===== config.mk =====
export PLATFORM = sky130hd
export DESIGN_NAME = int_mul_var_iter
export DESIGN_NICKNAME = d
export VERILOG_FILES = /design/src/rtl/int_mul_pkg.sv /design/src/rtl/int_mul_var_dpath.sv /design/src/rtl/int_mul_var_iter.sv
export SDC_FILE = /design/constraint.sdc
export NUM_CORES = 1
export LEC_CHECK = 0
export ABC_AREA = 0
export CORE_MARGIN = 4
export CORE_UTILIZATION = 45
export CTS_BUF_LIST = sky130_fd_sc_hd__clkbuf_4
export DETAILED_ROUTE_END_ITERATION = 10
export GPL_ROUTABILITY_DRIVEN = 0
export PLACE_DENSITY = 0.66
export REMOVE_ABC_BUFFERS = 1
export SYNTH_ARGS = -nofsm -noshare
export SYNTH_HDL_FRONTEND = slang
export SYNTH_SLANG_ARGS = --single-unit

===== constraint.sdc =====
create_clock -name clk -period 4 [get_ports clk]
set_clock_uncertainty 0.2 [all_clocks]
set_input_delay 0.6 -clock clk [delete_from_list [all_inputs] [get_ports clk]]
set_output_delay 0.6 -clock clk [all_outputs]
set_load 0.05 [all_outputs]

===== src/rtl/int_mul_pkg.sv =====
// Shared types for the variable-latency iterative multiplier.
// Mode and FSM state encodings plus small width helpers.
package int_mul_pkg;

    localparam int MODE_W = 2;

    typedef enum logic [MODE_W-1:0] {
        MODE_MUL    = 2'd0,
        MODE_MULH   = 2'd1,
        MODE_MULHSU = 2'd2,
        MODE_MULHU  = 2'd3
    } mode_e;

    typedef enum logic [1:0] {
        S_IDLE = 2'd0,
        S_CALC = 2'd1,
        S_DONE = 2'd2
    } state_e;

    function automatic int msg_width(input int nbits);
        return MODE_W + 2 * nbits;
    endfunction

endpackage


===== src/rtl/int_mul_var_dpath.sv =====
// Datapath: operand magnitudes, shift-add accumulator, zero skipping,
// and the final sign fix-up and high/low half select.
module int_mul_var_dpath
    import int_mul_pkg::*;
#(
    parameter int p_nbits    = 32,
    parameter int p_skip_max = 4
) (
    input  logic                            clk,
    input  logic                            reset,
    input  logic                            load_i,
    input  logic                            add_i,
    input  logic                            skip_i,
    input  logic                            done_i,
    input  logic [msg_width(p_nbits)-1:0]   msg_i,
    output logic                            b_is_zero_next_o,
    output logic                            b_lsb_o,
    output logic [p_nbits-1:0]              result_o
);

    localparam int N    = p_nbits;
    localparam int W    = 2 * N;
    localparam int SKIP = (p_skip_max < N) ? p_skip_max : N;
    localparam int KW   = $clog2(SKIP + 1);

    mode_e          mode;
    logic [N-1:0]   a_in, b_in, a_abs, b_abs;
    logic           a_sgn, b_sgn;
    logic [KW-1:0]  k;
    logic [W-1:0]   a_q, a_d, acc_q, acc_d, prod;
    logic [N-1:0]   b_q, b_d;
    logic           neg_q, neg_d, hi_q, hi_d;

    assign mode  = mode_e'(msg_i[W+1:W]);
    assign a_in  = msg_i[W-1:N];
    assign b_in  = msg_i[N-1:0];
    assign a_sgn = (mode != MODE_MULHU) & a_in[N-1];
    assign b_sgn = ((mode == MODE_MUL) | (mode == MODE_MULH)) & b_in[N-1];
    // Magnitudes stay N-bit unsigned so the most-negative value fits.
    assign a_abs = a_sgn ? (~a_in + 1'b1) : a_in;
    assign b_abs = b_sgn ? (~b_in + 1'b1) : b_in;

    // Zero-run length at the bottom of b, capped so a set bit is never crossed.
    always_comb begin
        k = KW'(SKIP);
        for (int i = SKIP - 1; i >= 0; i--) begin
            if (b_q[i]) k = KW'(i);
        end
    end

    // Next-state for the datapath registers: load, add-step or skip-step.
    always_comb begin
        a_d   = a_q;
        b_d   = b_q;
        acc_d = acc_q;
        neg_d = neg_q;
        hi_d  = hi_q;
        if (load_i) begin
            a_d   = {{N{1'b0}}, a_abs};
            b_d   = b_abs;
            acc_d = '0;
            neg_d = a_sgn ^ b_sgn;
            hi_d  = (mode != MODE_MUL);
        end else if (add_i) begin
            acc_d = acc_q + a_q;
            a_d   = a_q << 1;
            b_d   = b_q >> 1;
        end else if (skip_i) begin
            a_d   = a_q << k;
            b_d   = b_q >> k;
        end
    end

    // Datapath register bank, cleared on reset so an abort leaves no residue.
    always_ff @(posedge clk or negedge reset) begin
        if (!reset) begin
            a_q   <= '0;
            b_q   <= '0;
            acc_q <= '0;
            neg_q <= 1'b0;
            hi_q  <= 1'b0;
        end else begin
            a_q   <= a_d;
            b_q   <= b_d;
            acc_q <= acc_d;
            neg_q <= neg_d;
            hi_q  <= hi_d;
        end
    end

    assign b_is_zero_next_o = (b_d == '0);
    assign b_lsb_o          = b_q[0];

    // Sign fix-up then half select; result reads zero outside DONE.
    always_comb begin
        prod     = neg_q ? (~acc_q + 1'b1) : acc_q;
        result_o = '0;
        if (done_i) result_o = hi_q ? prod[W-1:N] : prod[N-1:0];
    end

endmodule


===== src/rtl/int_mul_var_iter.sv =====
// Iterative shift-add multiplier with early termination and zero skipping.
// Control FSM and val/rdy handshakes; arithmetic lives in the datapath.
module int_mul_var_iter
    import int_mul_pkg::*;
#(
    parameter int p_nbits    = 32,
    parameter int p_skip_max = 4
) (
    input  logic                            clk,
    input  logic                            reset,
    input  logic                            istream_val,
    output logic                            istream_rdy,
    input  logic [msg_width(p_nbits)-1:0]   istream_msg,
    output logic                            ostream_val,
    input  logic                            ostream_rdy,
    output logic [p_nbits-1:0]              ostream_msg
);

    state_e state_q, state_d;
    logic   load, add, skip, done;
    logic   b_zero_nxt, b_lsb;

    int_mul_var_dpath #(
        .p_nbits    (p_nbits),
        .p_skip_max (p_skip_max)
    ) u_dpath (
        .clk              (clk),
        .reset            (reset),
        .load_i           (load),
        .add_i            (add),
        .skip_i           (skip),
        .done_i           (done),
        .msg_i            (istream_msg),
        .b_is_zero_next_o (b_zero_nxt),
        .b_lsb_o          (b_lsb),
        .result_o         (ostream_msg)
    );

    // State register.
    always_ff @(posedge clk or negedge reset) begin
        if (!reset) state_q <= S_IDLE;
        else        state_q <= state_d;
    end

    // Next state, datapath controls and handshake outputs.
    always_comb begin
        state_d     = state_q;
        load        = 1'b0;
        add         = 1'b0;
        skip        = 1'b0;
        done        = 1'b0;
        istream_rdy = 1'b0;
        ostream_val = 1'b0;
        case (state_q)
            S_IDLE: begin
                istream_rdy = reset;
                if (istream_val && reset) begin
                    load    = 1'b1;
                    state_d = b_zero_nxt ? S_DONE : S_CALC;
                end
            end
            S_CALC: begin
                add  = b_lsb;
                skip = ~b_lsb;
                if (b_zero_nxt) state_d = S_DONE;
            end
            S_DONE: begin
                ostream_val = 1'b1;
                done        = 1'b1;
                if (ostream_rdy) state_d = S_IDLE;
            end
            default: state_d = S_IDLE;
        endcase
    end

endmodule


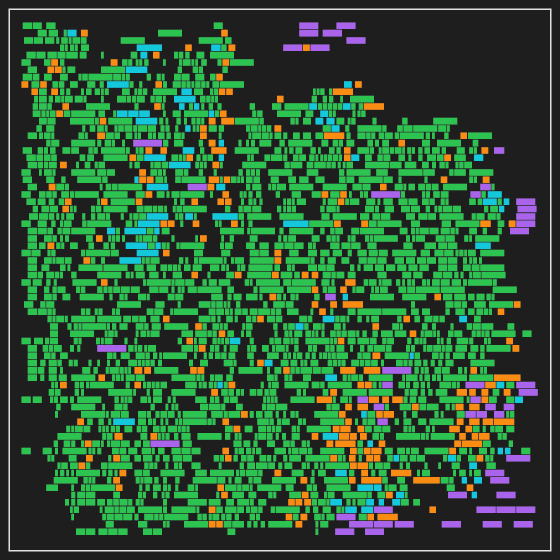
(run_1/sizing.png)
- orange: x3 and x4 (cells 224; share 9.6%)
- green: x1 and smaller (cells 1,972; share 85%)
- purple: x6 and larger (cells 53; share 2.3%)
- cyan: x2 (cells 83; share 3.6%)
non-clock buffer instance count of the final layout: 283
post-route cell area: 0.0203 sq mm

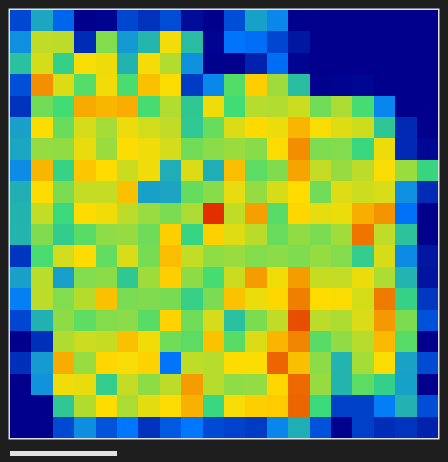
(run_1/util_map.png)
The bar under the picture is 50 um long. 20 x 20 tiles, from dark blue (low) to red (high), 0 to 100% covered.
- tiles over 75% full: 14%
- fullest tile: 95%
- emptiest ninth of the die: upper right

==> metrics.yaml, run 1 <==
power_switching_share_pct: 52.1
crit-reg2reg-capture: "u_dpath.acc_q[49]$_DFFE_PN0N_"
flop_cell: "sky130_fd_sc_hd__dfrtp_1"
htree_num_levels: 4
crit_cells: 11
grt_util_all_layers_pct: 27.8
power_frac_clock_pct: 8.1
setup-tns-final_ps: -16970
grtUsageMet2_pct: 44.1
detailedRoute.firstPassIterationCount: 6
clockBufferDepth: 2
total_leakage_power_nw: 8.36
failed_checks: "setup timing"
log.warning_count: 27
setup_slack_ps: -816
critPathSlowestCell: "sky130_fd_sc_hd__or4_4"
synthesis.instances: 2165
cts-resized-gates: 62
period_needed_ps: 4820
detail_route.wirelength.met1_mm: 25.5
worst_setup_path_start_kind: "register"
power.density_mw_per_mm2: 753
hold_buffers: 1
clk-insertion-delay-late_ps: 640
top_layer: "met4"
worst-endpoint-arrival_ps: 4020
synth.cells.most_frequent: "301 x sky130_fd_sc_hd__nand2_1, 264 x sky130_fd_sc_hd__o21ai_0, 172 x sky130_fd_sc_hd__a21oi_1"
final_cell_count_no_fill: 2801
chipWidth_um: 200
synth.cellmix.simpleShare_pct: 18.7
timing.critical_path.from: "u_dpath.acc_q[14]$_DFFE_PN0N_"
worstPathMaxFanout: 2
tritoncts.num_buffers: 17
switchingPower_w: 0.00795
pg_clk_w: 0.00124
flop-count: 164
grt.overflow.total: 0
report.final.hold_viol_count: 0
whs_endpoint: "u_dpath.a_q[62]$_DFFE_PN0P_"
min_path_type: "reg2reg"
worst-path-buf-inv: 2
drc: 0
yosys.cell_types.count: 74
r2r.worst_path.cells: 11
logic_gates: 1812
timing.max_slew.rel_slack_pct: 30.7
ff2ff_setup_slack_ps: 210
synth-async-reset-ratio_pct: 100
internal_power_w: 0.00731
p_seq_w: 0.00339
clk_buf: 18
synth.comb.largest_family: "AND-OR/OR-AND gates"
grt_first_pass_wirelength_mm: 92.2
place_inst: 2755
path_cells: "or4_4 > or3_4 > nor4_4 > nand4_1 > or4_4 > or3_4 > o41ai_4 > xor2_1 > a211oi_1 > buf_4 > buf_12"
antenna_cells_inserted: 1
period_utilisation_layout_pct: 120
critical_path.endpoint_type: "primary output"
slowest_stage_delay_cp_ps: 540
class_of_the_most_critical_setup_path: "reg2out"
area_growth_pct: 21.7
post_synth_fa_ha_maj_area_fraction_pct: 5.08
buffer_ports.inserted: 103
run_status: "finished, violations left"
timing.critical_path.to: "ostream_msg[18]"
largest_registers: "u_dpath.a_q: 64 flops, u_dpath.acc_q: 64 flops, u_dpath.b_q: 32 flops"
routed-wl-met2_mm: 26.8
worst_setup_hold_path_clk_slew_ps: 170
synth-warning-count: 0
n_fill_cell: 3342
mi_comb_area_sq_mm: 0.0123
fp_util_pct: 45.6
sh_seq_area_pct: 20.3
cell_total_in_the_yosys_stat_output: 2165
setup_violation_total_in_the_final_timing_report: 32
cell_types_occupying_the_most_area_after_synthesis: "sky130_fd_sc_hd__dfrtp_1 25%, sky130_fd_sc_hd__mux2i_1 8.2%, sky130_fd_sc_hd__o21ai_0 7.9%"
timing.hold.worst.start: "u_dpath.a_q[62]$_DFFE_PN0P_"
unrepaired_setup_endpoints_after_global_routing: "true"
synth-edff-count: 0
grt_antenna_before_repair: 1
pwr-share-seq_pct: 22.2
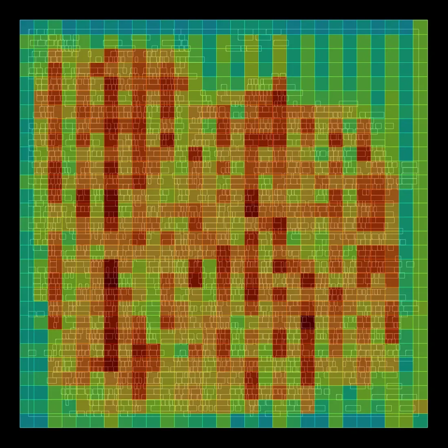
(run_1/congestion_map.png)
fin util: 55.5%
met3 capacity usage during global routing: 3.89%
met1 global-route usage: 38.7%
Routed WL per cell: 21.0 um

==> run 1: layout by cell type, fill, tap and decap left out, types with 30 or more instances in the layout <==
cell type,count
sky130_fd_sc_hd__a21o_1,30
sky130_fd_sc_hd__a21oi_1,161
sky130_fd_sc_hd__a22o_1,35
sky130_fd_sc_hd__buf_12,32
sky130_fd_sc_hd__buf_4,165
sky130_fd_sc_hd__clkdlybuf4s50_1,69
sky130_fd_sc_hd__dfrtp_1,161
sky130_fd_sc_hd__ha_1,66
sky130_fd_sc_hd__inv_1,41
sky130_fd_sc_hd__mux2i_1,137
sky130_fd_sc_hd__nand2_1,295
sky130_fd_sc_hd__nand3_1,45
sky130_fd_sc_hd__nor2_1,118
sky130_fd_sc_hd__o21ai_0,254
sky130_fd_sc_hd__xnor2_1,81
sky130_fd_sc_hd__xor2_1,86
==> run_1/route_heat.png <==
The bar under the picture is 50 um long. 20 x 20 tiles, from dark blue (low) to red (high), scaled to the fullest tile. Values are wire area over tile area, all layers added.
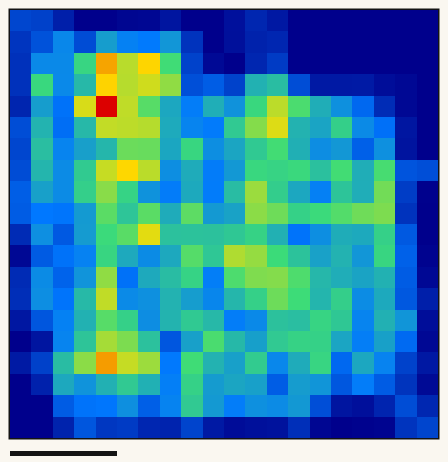

--- run 2 (diff from run 1) ---
--- a/config.mk
+++ b/config.mk
@@ -13,6 +13,7 @@
 export GPL_ROUTABILITY_DRIVEN = 0
 export PLACE_DENSITY = 0.66
 export REMOVE_ABC_BUFFERS = 1
+export SKIP_LAST_GASP = 1
 export SYNTH_ARGS = -nofsm -noshare
 export SYNTH_HDL_FRONTEND = slang
 export SYNTH_SLANG_ARGS = --single-unit
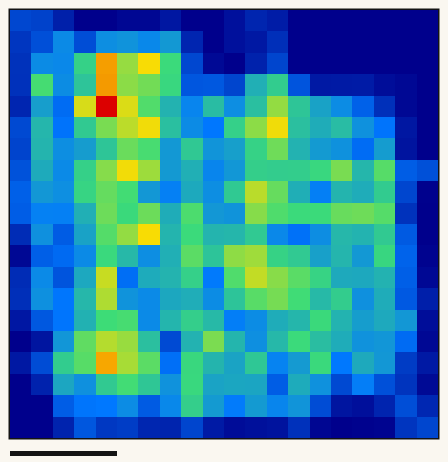
(run_2/route_heat.png)
The bar under the picture is 50 um long. 20 x 20 tiles, from dark blue (low) to red (high), scaled to the fullest tile. Values are wire area over tile area, all layers added.
- emptiest ninth of the die: upper right
- tiles over half the peak: 16%
- mean over tiles: 0.24
- fullest tile: 0.80
- nearly empty tiles: 13%
- densest ninth of the die: center
post-detailed-routing wire length: 58.6 mm
Routed WL per cell: 20.9 um
total routing usage reported by global routing: 27.8%
total number of vias: 17,697

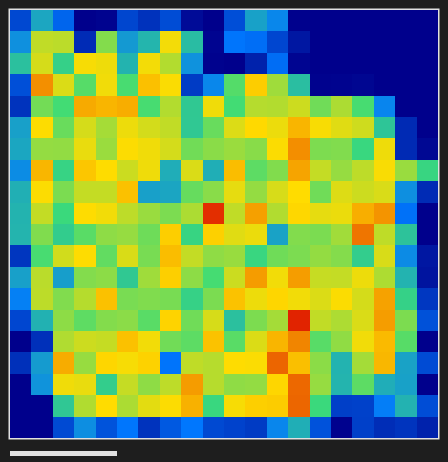
(run_2/util_map.png)
The bar under the picture is 50 um long. 20 x 20 tiles, from dark blue (low) to red (high), 0 to 100% covered.
- tiles over 75% full: 13%
- emptiest ninth of the die: upper right
- fullest tile: 96%
- mean over tiles: 49%
- nearly empty tiles: 12%

==> run 2 against run 1 <==
Effect of this change: the flow still finishes with violations (setup timing); sequential cell count stayed put; non-clock buffer count is 1 higher; global-route usage stayed put; synthesized area stayed put; register-to-register slack hardly changed; fmax is 0.30% higher; final cell count hardly changed; sequential share of layout area hardly changed; worst hold slack worse by 2.3 ps; worst setup slack better by 14 ps; critical path type unchanged; largest power group unchanged.
==> metrics.yaml, run 2 <==
cell_types_occupying_the_most_area_after_synthesis: "sky130_fd_sc_hd__dfrtp_1 25%, sky130_fd_sc_hd__mux2i_1 8.2%, sky130_fd_sc_hd__o21ai_0 7.9%"  # unchanged
numClockSinks: 164  # unchanged
synthesis.area_per_instance_sq_um: 7.69  # unchanged
path_cells: "or4_4 > or3_4 > nor4_4 > nand4_1 > or4_4 > or3_4 > o41ai_4 > xor2_1 > a211oi_1 > buf_4 > buf_12"  # unchanged
worst_setup_path_start_kind: "register"  # unchanged
crit_cells: 11  # unchanged
drt-vias-per-instance: 6.32  # was 6.34
log.warning_count: 27  # unchanged
total_leakage_power_nw: 8.34  # was 8.36 nW
yosys-stat-area_sq_mm: 0.0166  # unchanged
hold-worst-slack_ps: 346  # was 348 ps
worst-path-buf-inv: 2  # unchanged
p_seq_w: 0.00338  # was 0.00339 W
layout_top_cell: "sky130_fd_sc_hd__nand2_1"  # unchanged
maxCapViolCount: 0  # unchanged
cts-resized-gates: 62  # unchanged
timing.critical_path.to: "ostream_msg[18]"  # unchanged
power_frac_comb_pct: 69.7  # about the same
grt.overflow.total: 0  # unchanged
violation_count_after_the_first_detailed_route_iteration: 2176  # was 2,252
synth-warning-count: 0  # unchanged
synth_xor_xnor_area_share_pct: 8.89  # unchanged
yosysTopAreaCell: "sky130_fd_sc_hd__dfrtp_1"  # unchanged
synth-edff-count: 0  # unchanged
cp_top_family: "simple AND/OR/NAND/NOR gates"  # unchanged
final_max_slew_viol_count: 0  # unchanged
flop_cell: "sky130_fd_sc_hd__dfrtp_1"  # unchanged
startpoint_of_the_most_critical_register_to_register_path: "u_dpath.acc_q[4]$_DFFE_PN0N_"  # unchanged
synthesis.instances: 2165  # unchanged
finish.net_count: 2457  # was 2,456
pg_clk_w: 0.00123  # was 0.00124 W
hold_path_depth: 2  # unchanged
min_path_type: "reg2reg"  # unchanged
grt_max_degree: 72  # unchanged
whs_endpoint: "u_dpath.a_q[62]$_DFFE_PN0P_"  # unchanged
grt_first_pass_wirelength_mm: 92.2  # unchanged
final_cell_count_no_fill: 2802  # was 2,801
worst_setup_hold_path_clk_slew_ps: 170  # about the same
power.density_mw_per_mm2: 752  # was 753 mW/mm^2
r2r.worst_path.cells: 11  # unchanged
worst_ir_drop_vdd_mv: 0.462  # was 0.463 mV
post_synth_fa_ha_maj_area_fraction_pct: 5.08  # unchanged
period_needed_ps: 4800  # was 4820 ps
post-dp-hpwl_mm: 43.6  # unchanged
chipWidth_um: 200  # unchanged
power_frac_clock_pct: 8.1  # about the same
placedInstanceArea_sq_mm: 0.0193  # unchanged
grt_pass1_vias: 16848  # unchanged
htree_num_levels: 4  # unchanged
area_growth_pct: 21.5  # was 21.7%
largest_registers: "u_dpath.a_q: 64 flops, u_dpath.acc_q: 64 flops, u_dpath.b_q: 32 flops"  # unchanged
synth_area_sq_mm: 0.0166  # unchanged
worstPathMaxFanout: 2  # unchanged
place_inst: 2755  # unchanged
placeableCoreArea_sq_mm: 0.0365  # unchanged
tightest_pin_transition_ps: 1040  # about the same
period_utilisation_layout_pct: 120  # about the same
setup_violation_total_in_the_final_timing_report: 31  # was 32
ff2ff_setup_slack_ps: 210  # about the same
final_layout_top_logic_cells: "296 x sky130_fd_sc_hd__nand2_1, 255 x sky130_fd_sc_hd__o21ai_0, 168 x sky130_fd_sc_hd__buf_4"  # was 295 x sky130_fd_sc_hd__nand2_1, 254 x sky130_fd_sc_hd__o21ai_0, 165 x sky130_fd_sc_hd__buf_4
drc: 0  # unchanged
chip_area_sq_mm: 0.0401  # unchanged
part_of_the_yosys_area_used_for_sequential_elements_pct: 24.7  # unchanged
final_layout_size_suffix_gt1_share_pct: 15.3  # was 15.4%
timing.critical_path.from: "u_dpath.acc_q[14]$_DFFE_PN0N_"  # unchanged
synth.cellmix.simpleShare_pct: 18.7  # unchanged
final_area_sq_mm: 0.0202  # was 0.0203 sq mm
synth.most_common_cell: "sky130_fd_sc_hd__nand2_1"  # unchanged
powerComb_w: 0.0106  # about the same
required_ps: 3200  # about the same
run_status: "finished, violations left"  # unchanged
die_y_um: 200  # unchanged
timing.max_slew.rel_slack_pct: 31.0  # was 30.7%
unrepaired_setup_endpoints_after_global_routing: "true"  # unchanged
switchingPower_w: 0.00792  # was 0.00795 W
pwr-share-seq_pct: 22.2  # about the same
detailedRoute.firstPassIterationCount: 6  # unchanged
critPathSlowestCell: "sky130_fd_sc_hd__or4_4"  # unchanged
share_of_yosys_cell_area_claimed_by_the_top_area_cell_type_pct: 24.7  # unchanged
power_switching_share_pct: 52.0  # was 52.1%
postCtsSetupRepairBufs: 5  # unchanged
setup-tns-final_ps: -16420  # was -16,970 ps
yosys.cell_types.count: 74  # unchanged
hold_buffers: 1  # unchanged
finalPower_w: 0.0152  # was 0.0153 W
antenna_violating_nets_post_route: 0  # unchanged
class_of_the_most_critical_setup_path: "reg2out"  # unchanged
report.final.hold_viol_count: 0  # unchanged
clockBufferDepth: 2  # unchanged
mux_share_pct: 10.3  # unchanged
numSynthFlops: 164  # unchanged
buffer_ports.inserted: 103  # unchanged
grt_antenna_before_repair: 1  # unchanged
setup_slack_ps: -801  # was -816 ps
tritoncts.num_buffers: 17  # unchanged
fp_util_pct: 45.6  # unchanged
power.group.top: "combinational logic"  # unchanged
clk-insertion-delay-late_ps: 640  # about the same
synth.comb.largest_family: "AND-OR/OR-AND gates"  # unchanged
place_ws_ps: -133  # unchanged
critical_path.endpoint_type: "primary output"  # unchanged
synth.cells.most_frequent: "301 x sky130_fd_sc_hd__nand2_1, 264 x sky130_fd_sc_hd__o21ai_0, 172 x sky130_fd_sc_hd__a21oi_1"  # unchanged
cts_root_buf: "sky130_fd_sc_hd__clkbuf_4"  # unchanged
internal_power_w: 0.00731  # about the same
synth-async-reset-ratio_pct: 100  # unchanged
achievable-frequency_mhz: 208  # about the same
cts_tree: "built"  # unchanged
cell_total_in_the_yosys_stat_output: 2165  # unchanged
layout.core_utilization_pct: 55.4  # was 55.5%
crit-reg2reg-capture: "u_dpath.acc_q[49]$_DFFE_PN0N_"  # unchanged
slowest_stage_delay_cp_ps: 530  # was 540 ps
failed_checks: "setup timing"  # unchanged
ioPinCount: 104  # unchanged
timing.hold.worst.start: "u_dpath.a_q[62]$_DFFE_PN0P_"  # unchanged
worst-endpoint-arrival_ps: 4000  # was 4020 ps
compound_area_share_pct: 27.9  # unchanged
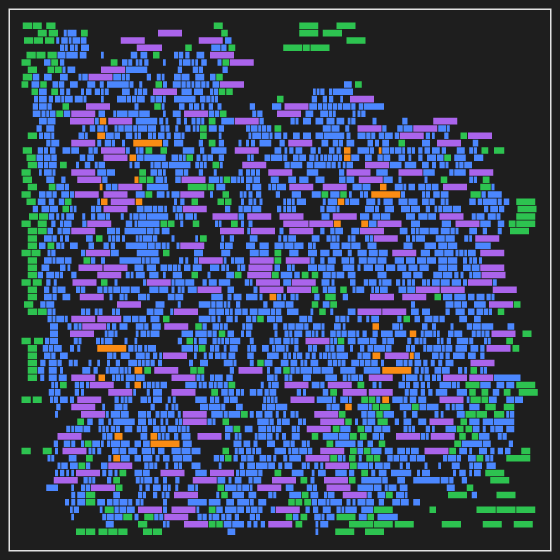
(run_2/class_map.png)
- blue: remaining logic cells (cells 1,853; share of their area 63%)
- orange: clock drivers and dummy loads (cells 32; share of their area 1.8%)
- green: remaining buffers and delay cells (cells 284; share of their area 14%)
- purple: registers (cells 164; share of their area 21%)
sequential portion of the cell area: 20.3%
placement row count: 70

==> run 2: cell counts after synthesis <==
Identical to the previous run, type by type.
==> run 2: layer usage <==
metal	wire length, um	global-route usage [%]	share of wire [%]	vias to the layer above
li1	-	-	-	8302
met4	1990	10.5	3.4	0
met3	4310	3.89	7.4	127
met5	0	0	0	-
met2	26800	44.1	46	820
met1	25500	38.7	43	8448
==> run 2: area by class of cell <==
cell class	instances	area, sq um
clock inverters	14	210
well taps	468	586
flip-flops and latches	164	4110
diodes	1	2.50
fillers	3347	16300
inverters	41	154
clock buffers	18	135
repair buffers	284	2780
multi-input cells	1812	12300
==> run 2: cell families after synthesis <==
logic type,after synthesis
AOI/OAI and AO/OA,749
xor gates and xnor gates,169
buffers and inverters,189
muxes,154
adders and majority gates,67
DFF,164
and+or+nand+nor,673
Power and IR drop assume default switching activity.
